Run 1, signal wires by layer:
Scale: 3 px per um.
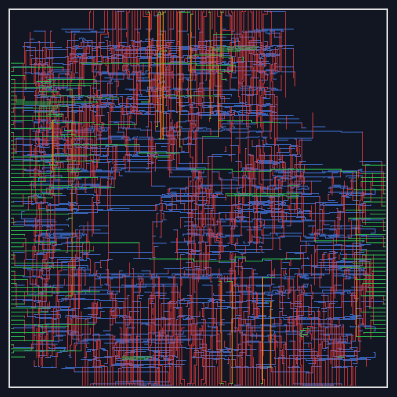
Run 1, gate-type map:
Scale: 3 px per um.
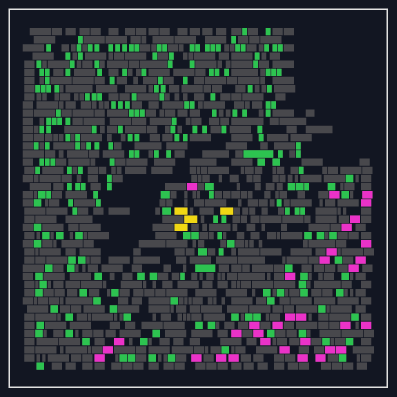
Run 1, clock routing:
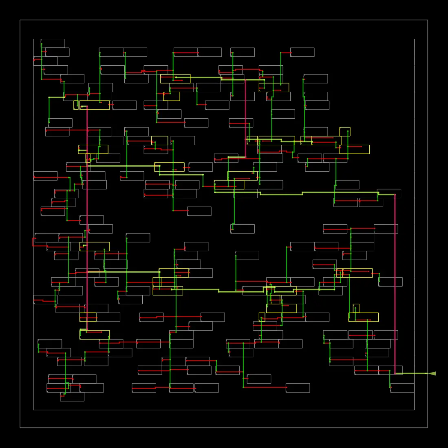
Run 1, nets reached from selected ports:
Scale: 4 px per um.
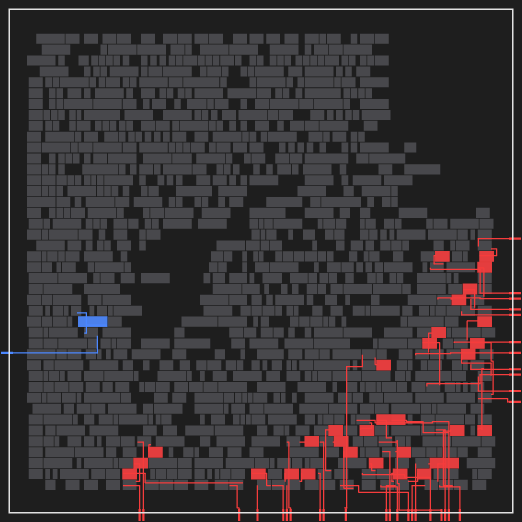
### src/rtl/rv_mem_arbiter_if.sv
// Shared single-ported memory bus between the arbiter and external memory.
// Signal names match the arbiter's bus pins.
interface rv_mem_arbiter_if;
    logic        mem_req_o;
    logic        mem_we_o;
    logic [31:0] mem_addr_o;
    logic [31:0] mem_data_o;
    logic [3:0]  mem_sel_o;
    logic [31:0] mem_data_i;
    logic        mem_ack_i;

    modport master (
        output mem_req_o,
        output mem_we_o,
        output mem_addr_o,
        output mem_data_o,
        output mem_sel_o,
        input  mem_data_i,
        input  mem_ack_i
    );

    modport slave (
        input  mem_req_o,
        input  mem_we_o,
        input  mem_addr_o,
        input  mem_data_o,
        input  mem_sel_o,
        output mem_data_i,
        output mem_ack_i
    );
endinterface

### src/rtl/rv_mem_arbiter.sv
// Round-robin arbiter sharing one memory bus between fetch and load/store.
// Includes a bus timeout and kill of fetch results after taken branches.
module rv_mem_arbiter #(
    parameter int unsigned TIMEOUT = 256
) (
    input  logic        clk_i,
    input  logic        rst_i,
    input  logic        im_req_i,
    input  logic [31:0] im_addr_i,
    input  logic        im_kill_i,
    output logic [31:0] im_data_o,
    output logic        im_valid_o,
    output logic        im_done_o,
    input  logic        dm_req_i,
    input  logic        dm_we_i,
    input  logic [31:0] dm_addr_i,
    input  logic [31:0] dm_data_i,
    input  logic [3:0]  dm_sel_i,
    output logic [31:0] dm_data_o,
    output logic        dm_done_o,
    output logic        err_o,
    rv_mem_arbiter_if.master mem
);

    typedef enum logic [1:0] {IDLE, BUSY, RESP} state_t;

    localparam bit          TMO_EN   = (TIMEOUT != 0);
    localparam logic [15:0] TMO_LAST = 16'(TIMEOUT - 1);

    state_t      state_q;
    logic        last_dm_q;
    logic        gnt_dm_q;
    logic        kill_q;
    logic [15:0] cnt_q;

    logic pick_dm;
    logic any_req;
    logic tmo;

    // Ties go to whichever port did not win last time.
    assign pick_dm = dm_req_i & (~im_req_i | ~last_dm_q);
    assign any_req = im_req_i | dm_req_i;
    assign tmo     = TMO_EN && (cnt_q == TMO_LAST);

    // A kill in the response cycle itself still suppresses the result.
    assign im_valid_o = im_done_o & ~kill_q & ~im_kill_i & ~err_o;

    always_ff @(posedge clk_i) begin
        if (rst_i) begin
            state_q        <= IDLE;
            last_dm_q      <= 1'b0;
            gnt_dm_q       <= 1'b0;
            kill_q         <= 1'b0;
            cnt_q          <= '0;
            im_data_o      <= '0;
            im_done_o      <= 1'b0;
            dm_data_o      <= '0;
            dm_done_o      <= 1'b0;
            err_o          <= 1'b0;
            mem.mem_req_o  <= 1'b0;
            mem.mem_we_o   <= 1'b0;
            mem.mem_addr_o <= '0;
            mem.mem_data_o <= '0;
            mem.mem_sel_o  <= '0;
        end else begin
            im_done_o <= 1'b0;
            dm_done_o <= 1'b0;
            err_o     <= 1'b0;
            unique case (state_q)
                IDLE: begin
                    if (any_req) begin
                        state_q       <= BUSY;
                        gnt_dm_q      <= pick_dm;
                        last_dm_q     <= pick_dm;
                        cnt_q         <= '0;
                        kill_q        <= ~pick_dm & im_kill_i;
                        mem.mem_req_o <= 1'b1;
                        if (pick_dm) begin
                            mem.mem_we_o   <= dm_we_i;
                            mem.mem_addr_o <= dm_addr_i;
                            mem.mem_data_o <= dm_data_i;
                            mem.mem_sel_o  <= dm_sel_i;
                        end else begin
                            mem.mem_we_o   <= 1'b0;
                            mem.mem_addr_o <= im_addr_i;
                            mem.mem_data_o <= '0;
                            mem.mem_sel_o  <= 4'hF;
                        end
                    end
                end
                BUSY: begin
                    cnt_q <= cnt_q + 16'd1;
                    if (!gnt_dm_q && im_kill_i) kill_q <= 1'b1;
                    if (mem.mem_ack_i || tmo) begin
                        state_q       <= RESP;
                        mem.mem_req_o <= 1'b0;
                        err_o         <= ~mem.mem_ack_i;
                        if (gnt_dm_q) begin
                            dm_done_o <= 1'b1;
                            dm_data_o <= mem.mem_ack_i ? mem.mem_data_i : '0;
                        end else begin
                            im_done_o <= 1'b1;
                            im_data_o <= mem.mem_ack_i ? mem.mem_data_i : '0;
                        end
                    end
                end
                RESP: begin
                    state_q <= IDLE;
                    kill_q  <= 1'b0;
                end
                default: state_q <= IDLE;
            endcase
        end
    end

endmodule

### src/flat_wrapper.sv
// flat-port wrapper written by rule: the top's interface ports become plain ports
module rv_mem_arbiter_flat 
#(
    parameter int unsigned TIMEOUT = 256
)
  (clk_i, rst_i, im_req_i, im_addr_i, im_kill_i, im_data_o, im_valid_o, im_done_o, dm_req_i, dm_we_i, dm_addr_i, dm_data_i, dm_sel_i, dm_data_o, dm_done_o, err_o, mem_mem_req_o, mem_mem_we_o, mem_mem_addr_o, mem_mem_data_o, mem_mem_sel_o, mem_mem_data_i, mem_mem_ack_i);
  rv_mem_arbiter_if mem_i ();
  input  logic clk_i;
  input  logic rst_i;
  input  logic im_req_i;
  input  logic [31:0] im_addr_i;
  input  logic im_kill_i;
  output logic [31:0] im_data_o;
  output logic im_valid_o;
  output logic im_done_o;
  input  logic dm_req_i;
  input  logic dm_we_i;
  input  logic [31:0] dm_addr_i;
  input  logic [31:0] dm_data_i;
  input  logic [3:0] dm_sel_i;
  output logic [31:0] dm_data_o;
  output logic dm_done_o;
  output logic err_o;
  output wire logic [$bits(mem_i.mem_req_o)-1:0] mem_mem_req_o;
  output wire logic [$bits(mem_i.mem_we_o)-1:0] mem_mem_we_o;
  output wire logic [$bits(mem_i.mem_addr_o)-1:0] mem_mem_addr_o;
  output wire logic [$bits(mem_i.mem_data_o)-1:0] mem_mem_data_o;
  output wire logic [$bits(mem_i.mem_sel_o)-1:0] mem_mem_sel_o;
  input wire logic [$bits(mem_i.mem_data_i)-1:0] mem_mem_data_i;
  input wire logic [$bits(mem_i.mem_ack_i)-1:0] mem_mem_ack_i;
  assign mem_mem_req_o = mem_i.mem_req_o;
  assign mem_mem_we_o = mem_i.mem_we_o;
  assign mem_mem_addr_o = mem_i.mem_addr_o;
  assign mem_mem_data_o = mem_i.mem_data_o;
  assign mem_mem_sel_o = mem_i.mem_sel_o;
  assign mem_i.mem_data_i = mem_mem_data_i;
  assign mem_i.mem_ack_i = mem_mem_ack_i;
  rv_mem_arbiter #(.TIMEOUT(TIMEOUT)) u_core (.clk_i(clk_i), .rst_i(rst_i), .im_req_i(im_req_i), .im_addr_i(im_addr_i), .im_kill_i(im_kill_i), .im_data_o(im_data_o), .im_valid_o(im_valid_o), .im_done_o(im_done_o), .dm_req_i(dm_req_i), .dm_we_i(dm_we_i), .dm_addr_i(dm_addr_i), .dm_data_i(dm_data_i), .dm_sel_i(dm_sel_i), .dm_data_o(dm_data_o), .dm_done_o(dm_done_o), .err_o(err_o), .mem(mem_i));
endmodule
### config.mk
export PLATFORM = sky130hd
export DESIGN_NAME = rv_mem_arbiter_flat
export DESIGN_NICKNAME = d
export VERILOG_FILES = /design/src/rtl/rv_mem_arbiter_if.sv /design/src/rtl/rv_mem_arbiter.sv /design/src/flat_wrapper.sv
export SDC_FILE = /design/constraint.sdc
export NUM_CORES = 1
export LEC_CHECK = 0
export CAP_MARGIN = 0
export CORE_MARGIN = 4
export CORE_UTILIZATION = 45
export DETAILED_ROUTE_END_ITERATION = 8
export PLACE_DENSITY = 0.91
export RECOVER_POWER = 50
export SLEW_MARGIN = 5
export SYNTH_ARGS = -nofsm -noshare
export SYNTH_HDL_FRONTEND = slang
export SYNTH_SLANG_ARGS = --single-unit
### constraint.sdc
create_clock -name clk_i -period 4.2 [get_ports clk_i]
set_input_delay 1.26 -clock clk_i [delete_from_list [all_inputs] [get_ports clk_i]]
set_output_delay 1.26 -clock clk_i [all_outputs]
set_load 0.05 [all_outputs]
==> deck_impl_summary.md, run 1 <==
Flow Results at a Glance

Outcome
  • Status: complete, but fails checks
  • Failing checks: capacitance limit, slew limit

Pwr
  • Total Power: 0.00427 W
  • Leak Pwr: approximately 3.5 nW
  • Logic pwr share: 27.1%
  • Int Pwr: 0.00288 W

Hold path
  • Hold Crit Endpoint: u_core.kill_q
  • Hold Path Stages: 2
  • Critical hold path startpoint: u_core.kill_q
  • Hold Path Class: reg -> reg

Timing
  • Post-route setup slack: 511 ps
  • Fin. max-slew vios: roughly 53
  • Fin Setup TNS: 0 ps
  • Slew HR: -59.4%
  • RSZ-0062 raised after global routing: false

Final layout
  • Register area: 3140 um^2
  • Nonclk inv count: 6
  • Utilization after layout: between 70% and 80%
  • NonClk Buf Share: approximately 30%
  • Nonclk buf count: 291
  • Fraction of area in multi-input gates: ~30%

Logic synthesis
  • Synthesized area per cell: 8.77 um^2
  • Synth Area in Adders: 0.805%
  • Mux area share: around 5.3%
  • Post-synth top flop: dfxtp_1
  • Top area cell types: dfxtp_1, a21oi_1, nand3_1
  • Area share, top type: 50.6%
  • AND-OR/OR-AND share of the synthesized area: 21.3%
  • Register area share after synthesis: 50.6%

Clocking
  • Clk pin slew, worst setup/hold paths: 50 ps
  • CTS tree: done
  • H-tree depth: 4
  • Worst skew pair latency: 420 ps
  • Clk sink count: 157
  • Setup bufs post-CTS: 0

Critical path
  • Crit-path leading delay family: buffers and inverters
  • Bufs and invs on worst path: 2
  • Critical path's slowest cell: nor4b_1
  • Data arrival, critical path: 2430 ps
  • RR Endpoint: u_core.dm_data_o[16]
  • Critical Path End: im_valid_o
  • Critical Path Fanout Max: 3
  • Critical path launch point type: input port
  • Critical path origin: im_kill_i
  • Critical Path RT: between 2000 and 3000 ps
  • Crit path cell chain: clkdlybuf4s50_1 > nor4b_1 > buf_12
  • Reg2Reg Depth: 6

Routing
  • M1 WL: between 7000 and 8000 um
  • Drt total wl: 20000 um
  • First-pass detailed-route iteration total: 5
  • Vias: 6268
  • Wire per inst: 17.6 um
  • WL met3: 1690 um
  • DRC errors left: 0

Floorplan
  • Core ar.: between 10000 and 15000 um^2
  • Num rows: 42
  • Die X: approximately 130 um
  • Init Core Util: 46.4%
  • Chip area: ~16000 um^2

Placement
  • Area after DPL: ~9100 um^2
  • Dpl cells: 1108

Global routing
  • GRT Residual Overflow: 0
  • Met3 Usage GRT: 8.91%

Run
  • Tally of max-capacitance violations: 1
About 'signal wires by layer':
colour	layer	wire length
orange	metal 4	576 um
red	metal 2	10000 um
green	metal 3	1690 um
blue	metal 1	7720 um

About 'gate-type map':
colour	family	cells	most used
yellow	adder and majority cells	4	ha_1
magenta	multiplexers	33	mux2i_1
green	inverting AOI/OAI gates	222	a21oi_1

About 'clock routing':
Clock net power: 0.00145 W
clock buffers: 22
Num CTS Buffers: 17
seq_cells: 157

About 'nets reached from selected ports':
colour	port	bits	direction	edge	end cells	buffers	wire
red	im_addr_i	32	input	21 south, 11 east	32	32	795 um
blue	mem_mem_we_o	1	output	west	1	1	38.6 um
number of port buffers: 276
io pins: 277

run 1: power groups by stage:
stage               Clock [W]  Combinational, W  Sequential, W
detailed placement          0           0.00116        0.00169
floorplan                   0          0.000347        0.00205
global route          0.00154           0.00122        0.00167
CTS                   0.00148           0.00116        0.00166
finish                0.00145           0.00115        0.00166
global placement            0           0.00115        0.00169
run 1: cell usage after synthesis, types with 2 or more instances:
cell        n
dfxtp_1   157
nor2_1     85
a21oi_1    75
nand3_1    69
o21ai_0    69
clkbuf_1   61
a211oi_1   34
a22oi_1    33
mux2i_1    33
nor3_1      8
nand2_1     7
nor4_1      7
buf_2       6
inv_1       6
or3_1       6
xnor2_1     6
or4_1       5
ha_1        4
nand4_1     4
nor3b_1     4
o31ai_1     4
and2_1      3
nand2b_1    3
nor4b_1     3
or2_2       2
Run 1, where the registers sit:
Scale: 2 px per um.
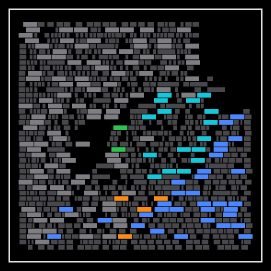

==> run 1 -> run 2 <==
==> constraint.sdc (replaced) <==
create_clock -name clk_i -period 4.7 [get_ports clk_i]
set_input_delay 1.41 -clock clk_i [delete_from_list [all_inputs] [get_ports clk_i]]
set_output_delay 1.41 -clock clk_i [all_outputs]
set_load 0.05 [all_outputs]
Run 2, where the registers sit:
Scale: 2 px per um.
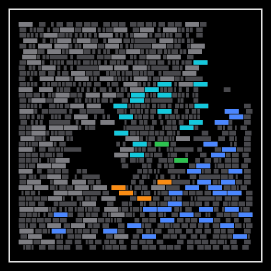
colour	netlist name	flops
orange	u_core.mem.mem_sel_o	4
cyan	u_core.cnt_q	16
green	u_core.state_q	2
blue	u_core.mem.mem_addr_o	32
not coloured	103

==> run 2 against run 1 <==
Effect of this change: the flow still finishes with violations (capacitance limit, slew limit); total power fell by 6.1%; global-route usage is 1.2 points higher; final area grew 0.25%; sequential cell count did not move; clock skew is 6.9 ps lower; count of clock-buffer cells in the layout shrank 5; clock power rose by 3%; hold slack improved by 4.4 ps; critical path type is now in -> reg; critical endpoint is now u_core.mem.mem_data_o[23]; largest power group is now clock.
==> deck_impl_summary.md, run 2 <==
Flow Results at a Glance

Outcome
  • Status: complete, but fails checks
  • Failing checks: capacitance limit, slew limit

Timing
  • RSZ-0062 raised after global routing: false
  • Fin Setup TNS: 0 ps
  • Slew HR: -26.1%
  • Fin. max-slew vios: 90
  • Tcrit/Tclk final: 85.5%
  • Post-route setup slack: 679 ps

Critical path
  • Critical Path End: u_core.mem.mem_data_o[23]
  • Data arrival, critical path: between 4000 and 5000 ps
  • Bufs and invs on worst path: 2
  • Critical path's slowest cell: a21boi_1
  • Worst r2r src: u_core.last_dm_q
  • Reg2Reg Depth: 5
  • RR Endpoint: u_core.mem.mem_data_o[23]
  • Critical path launch point type: input port
  • Crit-path leading delay family: AND-OR/OR-AND gates
  • Critical Path Fanout Max: 33

Pwr
  • Top power group: clock
  • Logic pwr share: around a quarter
  • Clock net power: 0.00150 W
  • Power in combinational cells: 0.00102 W
  • Leak Pwr: 3.58 nW
  • Seq group: between 0.001 and 0.0015 W
  • Int Pwr: roughly 0.0027 W
  • Total Power: between 0.004 and 0.005 W
  • Power share of the sequential group: 37.0%

Floorplan
  • Vert. Die Dim: 126 um
  • Num rows: 42
  • Io pins: 277
  • Init Core Util: a little under half
  • Die X: 126 um
  • Core ar.: 13400 um^2

Clocking
  • Hold-fix buffers at CTS: 0
  • CTS tree: done
  • Clk pin slew, worst setup/hold paths: 60 ps
  • Setup bufs post-CTS: 0
  • H-tree depth: 4
  • Clk sink count: 157
  • Num CTS Buffers: 17

Routing
  • WL met3: 1620 um
  • M1 WL: 7970 um
  • DRC errors left: 0
  • Vias: 6357
  • First-pass detailed-route iteration total: 5
  • Wire per inst: 18.3 um
  • Drt total wl: ~21000 um
  • Detail Route Antenna Nets: 0

Final layout
  • Utilization after layout: 72.2%

Placement
  • Routability cong.: 0.818
  • Number of port buffers: about 280
  • Area after DPL: 9070 um^2

Logic synthesis
  • Top cells by count, synth: dfxtp_1, nor2_1, a21oi_1
  • Area share, top type: 50.6%
  • Mux area share: around 5.3%
  • #FFs+latches synth: 157
  • Register area share after synthesis: 50.6%
  • Post-synth top flop: dfxtp_1
  • Synth Area in Adders: 0.805%
  • AND-OR/OR-AND share of the synthesized area: 21.3%
  • Top area cell types: dfxtp_1, a21oi_1, nand3_1
  • Count leader, synth: dfxtp_1
  • Ys cells: between 700 and 800

Hold path
  • Hold Path Class: reg -> reg
  • Hold Path Stages: 2

Run
  • Tally of max-capacitance violations: 2

Global routing
  • Met3 Usage GRT: under 10%
Run 2, gate-type map:
Scale: 3 px per um.
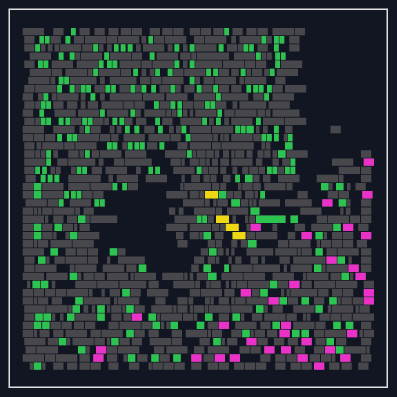
colour	family	cells	most used
green	inverting AOI/OAI gates	222	a21oi_1
magenta	multiplexers	33	mux2i_1
yellow	adder and majority cells	4	ha_1

run 2: netlist changes by cell type in the layout (fill, tap and decap cells not counted), sizes merged:
cell,change
clkdlybuf4s50,-29
clkinv,-1
clkbuf,-5
clkinvlp,+4
buf,-4
bufinv,+4
dlygate4sd3,+29
inv,-1
run 2: final cells by class:
| cell class | count | area (um^2) |
|---|---|---|
| Clock buffer | 17 | 425 |
| Inverter | 6 | 22.5 |
| Multi-Input combinational cell | 478 | 2800 |
| Sequential cell | 157 | 3140 |
| Fill cell | 950 | 3720 |
| Tap cell | 176 | 220 |
| Timing Repair Buffer | 287 | 2840 |
| Clock inverter | 15 | 219 |
run 2: stage by stage:
stage	hold WS [ps]	instances
detailed placement	467	1104
CTS	476	1136
floorplan	434	709
global placement	451	1104
global route	495	1136
finish	473	1136
Run 2, nets reached from selected ports:
Scale: 4 px per um.
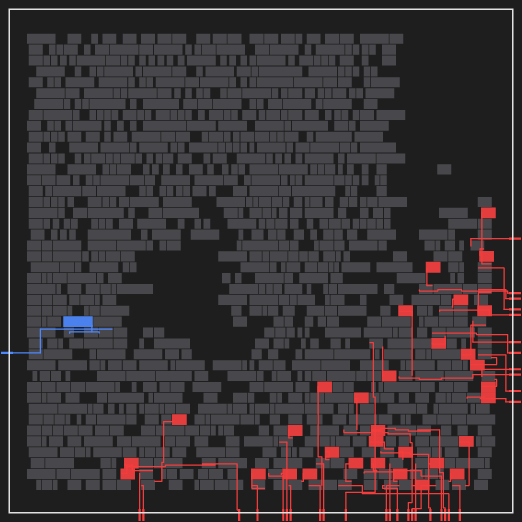

==> run 2 -> run 3 <==
--- a/config.mk
+++ b/config.mk
@@ -7,10 +7,12 @@
 export LEC_CHECK = 0
 export CAP_MARGIN = 0
 export CORE_MARGIN = 4
-export CORE_UTILIZATION = 45
+export CORE_UTILIZATION = 30
 export DETAILED_ROUTE_END_ITERATION = 8
-export PLACE_DENSITY = 0.91
+export MAX_ROUTING_LAYER = met4
+export PLACE_DENSITY = 0.67
 export RECOVER_POWER = 50
+export SKIP_CTS_REPAIR_TIMING = 1
 export SLEW_MARGIN = 5
 export SYNTH_ARGS = -nofsm -noshare
 export SYNTH_HDL_FRONTEND = slang
Run 3, nets reached from selected ports:
Scale: 3 px per um.
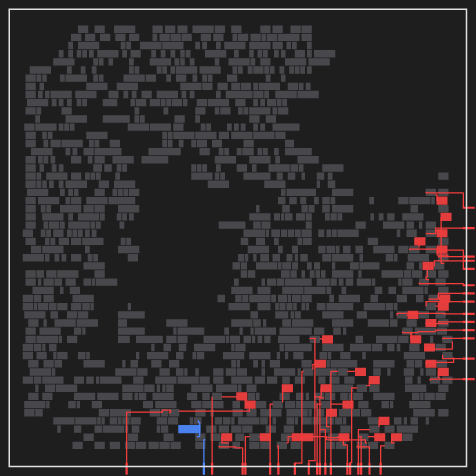
colour	port	bits	direction	edge	end cells	buffers	wire
red	im_addr_i	32	input	18 south, 14 east	32	32	750 um
blue	mem_mem_we_o	1	output	south	1	1	15.6 um

Run 3, gate-type map:
Scale: 2 px per um.
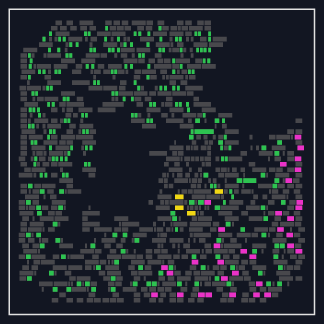
colour	family	cells	most used
magenta	multiplexers	33	mux2i_1
green	inverting AOI/OAI gates	222	a21oi_1
yellow	adder and majority cells	4	ha_1

==> run 3 against run 2 <==
Effect of this change: cell count rose by 8.5%; synthesized area did not move; utilization fell by 24 points; critical endpoint is now u_core.mem.mem_sel_o[0]; critical path type unchanged; non-clock buffer count rose by 3; via count fell by 3.0%; register-to-register slack got worse by 310 ps; sequential power barely moved; the run still ends with capacitance limit, slew limit left.
==> deck_impl_summary.md, run 3 <==
Flow Results at a Glance

Outcome
  • Status: complete, but fails checks
  • Failing checks: capacitance limit, slew limit

Timing
  • Fin. max-slew vios: around 160
  • Fin Setup TNS: 0 ps
  • Slew HR: -17.9%
  • Hold Worst Slack: 472 ps
  • Tcrit/Tclk final: 84.1%
  • RSZ-0062 raised after global routing: false

Pwr
  • Leak Pwr: ~3.5 nW
  • Power in combinational cells: between 0.001 and 0.0015 W
  • Top power group: registers
  • Power share of the sequential group: ~38%

Critical path
  • Critical path launch point type: input port
  • Critical Path End: u_core.mem.mem_sel_o[0]
  • Data arrival, critical path: 4180 ps
  • Critical path origin: rst_i
  • Worst r2r src: u_core.state_q[0]
  • R2r setup slk: 1620 ps
  • Crit path cell chain: clkbuf_2 > clkbuf_1 > nor3_1
  • Reg2Reg Depth: 6
  • Critical Path Fanout Max: 81
  • RR Endpoint: u_core.cnt_q[6]
  • Critical Path RT: 4920 ps
  • Critical path's slowest cell: clkbuf_1

Final layout
  • Register area: about 3100 um^2
  • Seq_cells: 157
  • Clock buffers: 19
  • Clock-cell share of area: under 10%
  • Seq area share: 32.2%
  • Fraction of area in multi-input gates: between 20% and 30%
  • MI comb area: 2820 um^2
  • Biggest Area Class: registers
  • Fill cells: 1979
  • NonClk Buf Share: 29.1%
  • Comb_multi_in: roughly 480
  • Nonclk inv count: 6

Logic synthesis
  • Mux area share: 5.32%
  • Top cells by count, synth: dfxtp_1, nor2_1, a21oi_1
  • Area share, top type: between 50% and 60%
  • AND-OR/OR-AND share of the synthesized area: 21.3%
  • Top area cell types: dfxtp_1, a21oi_1, nand3_1
  • Ys cells: 709
  • Yosys Chip Area: 6210 um^2
  • Count leader, synth: dfxtp_1
  • Register area share after synthesis: 50.6%
  • #FFs+latches synth: 157
  • Synthesized area per cell: between 8 and 9 um^2
  • Post-synth top flop: dfxtp_1
  • Synth Area in Adders: 0.805%

Placement
  • Number of port buffers: approximately 280
  • Routability cong.: 0.786

Routing
  • Wire per inst: 16.3 um
  • DRC errors left: 0
  • WL met3: 1300 um
  • Vias: 6166
  • M1 WL: about 8600 um
  • First-pass detailed-route iteration total: 5
  • Drt total wl: 20100 um
  • Detail Route Antenna Nets: 0

Hold path
  • Hold Crit Endpoint: u_core.dm_data_o[31]
  • Hold Path Class: reg -> reg
  • Critical hold path startpoint: u_core.dm_data_o[31]

Floorplan
  • Io pins: approximately 280
  • Init Core Util: around 31%
  • TAP cells: about 270
  • Vert. Die Dim: 152 um
  • Num rows: about 52
  • Die X: ~150 um
  • Core ar.: approximately 20000 um^2

Global routing
  • Met2 Use GR: 27.7%
  • GRT Residual Overflow: 0
  • Met3 Usage GRT: 5.01%

Clocking
  • Clk sink count: 157
  • H-tree depth: 4
  • Worst skew pair latency: around 420 ps
  • Num CTS Buffers: 17
  • Clk pin slew, worst setup/hold paths: approximately 60 ps

Run
  • Tool warnings: 28
  • Tally of max-capacitance violations: 3
-- run 3: cell counts after synthesis --
No cell type changed its count.
-- run 3: per-stage QoR --
stage | instances | utilization [%] | power (W) | instance area, um^2 | setup slack (ps)
floorplan | 709 | - | 0.00215 | 6210 | 245
global placement | 1201 | 45.2 | 0.00255 | 9180 | 858
detailed placement | 1201 | 45.2 | 0.00256 | 9180 | 837
CTS | 1233 | 48.2 | 0.00397 | 9780 | 828
global route | 1233 | 48.1 | 0.00409 | 9770 | 493
finish | 1233 | 48.1 | 0.00391 | 9770 | 749
-- run 3: critical path: cells and delay by family --
kind | cells | cell delay [ps]
simple gates | 1 | 160
buf+inv | 2 | 2540
Power and IR drop assume default switching activity.
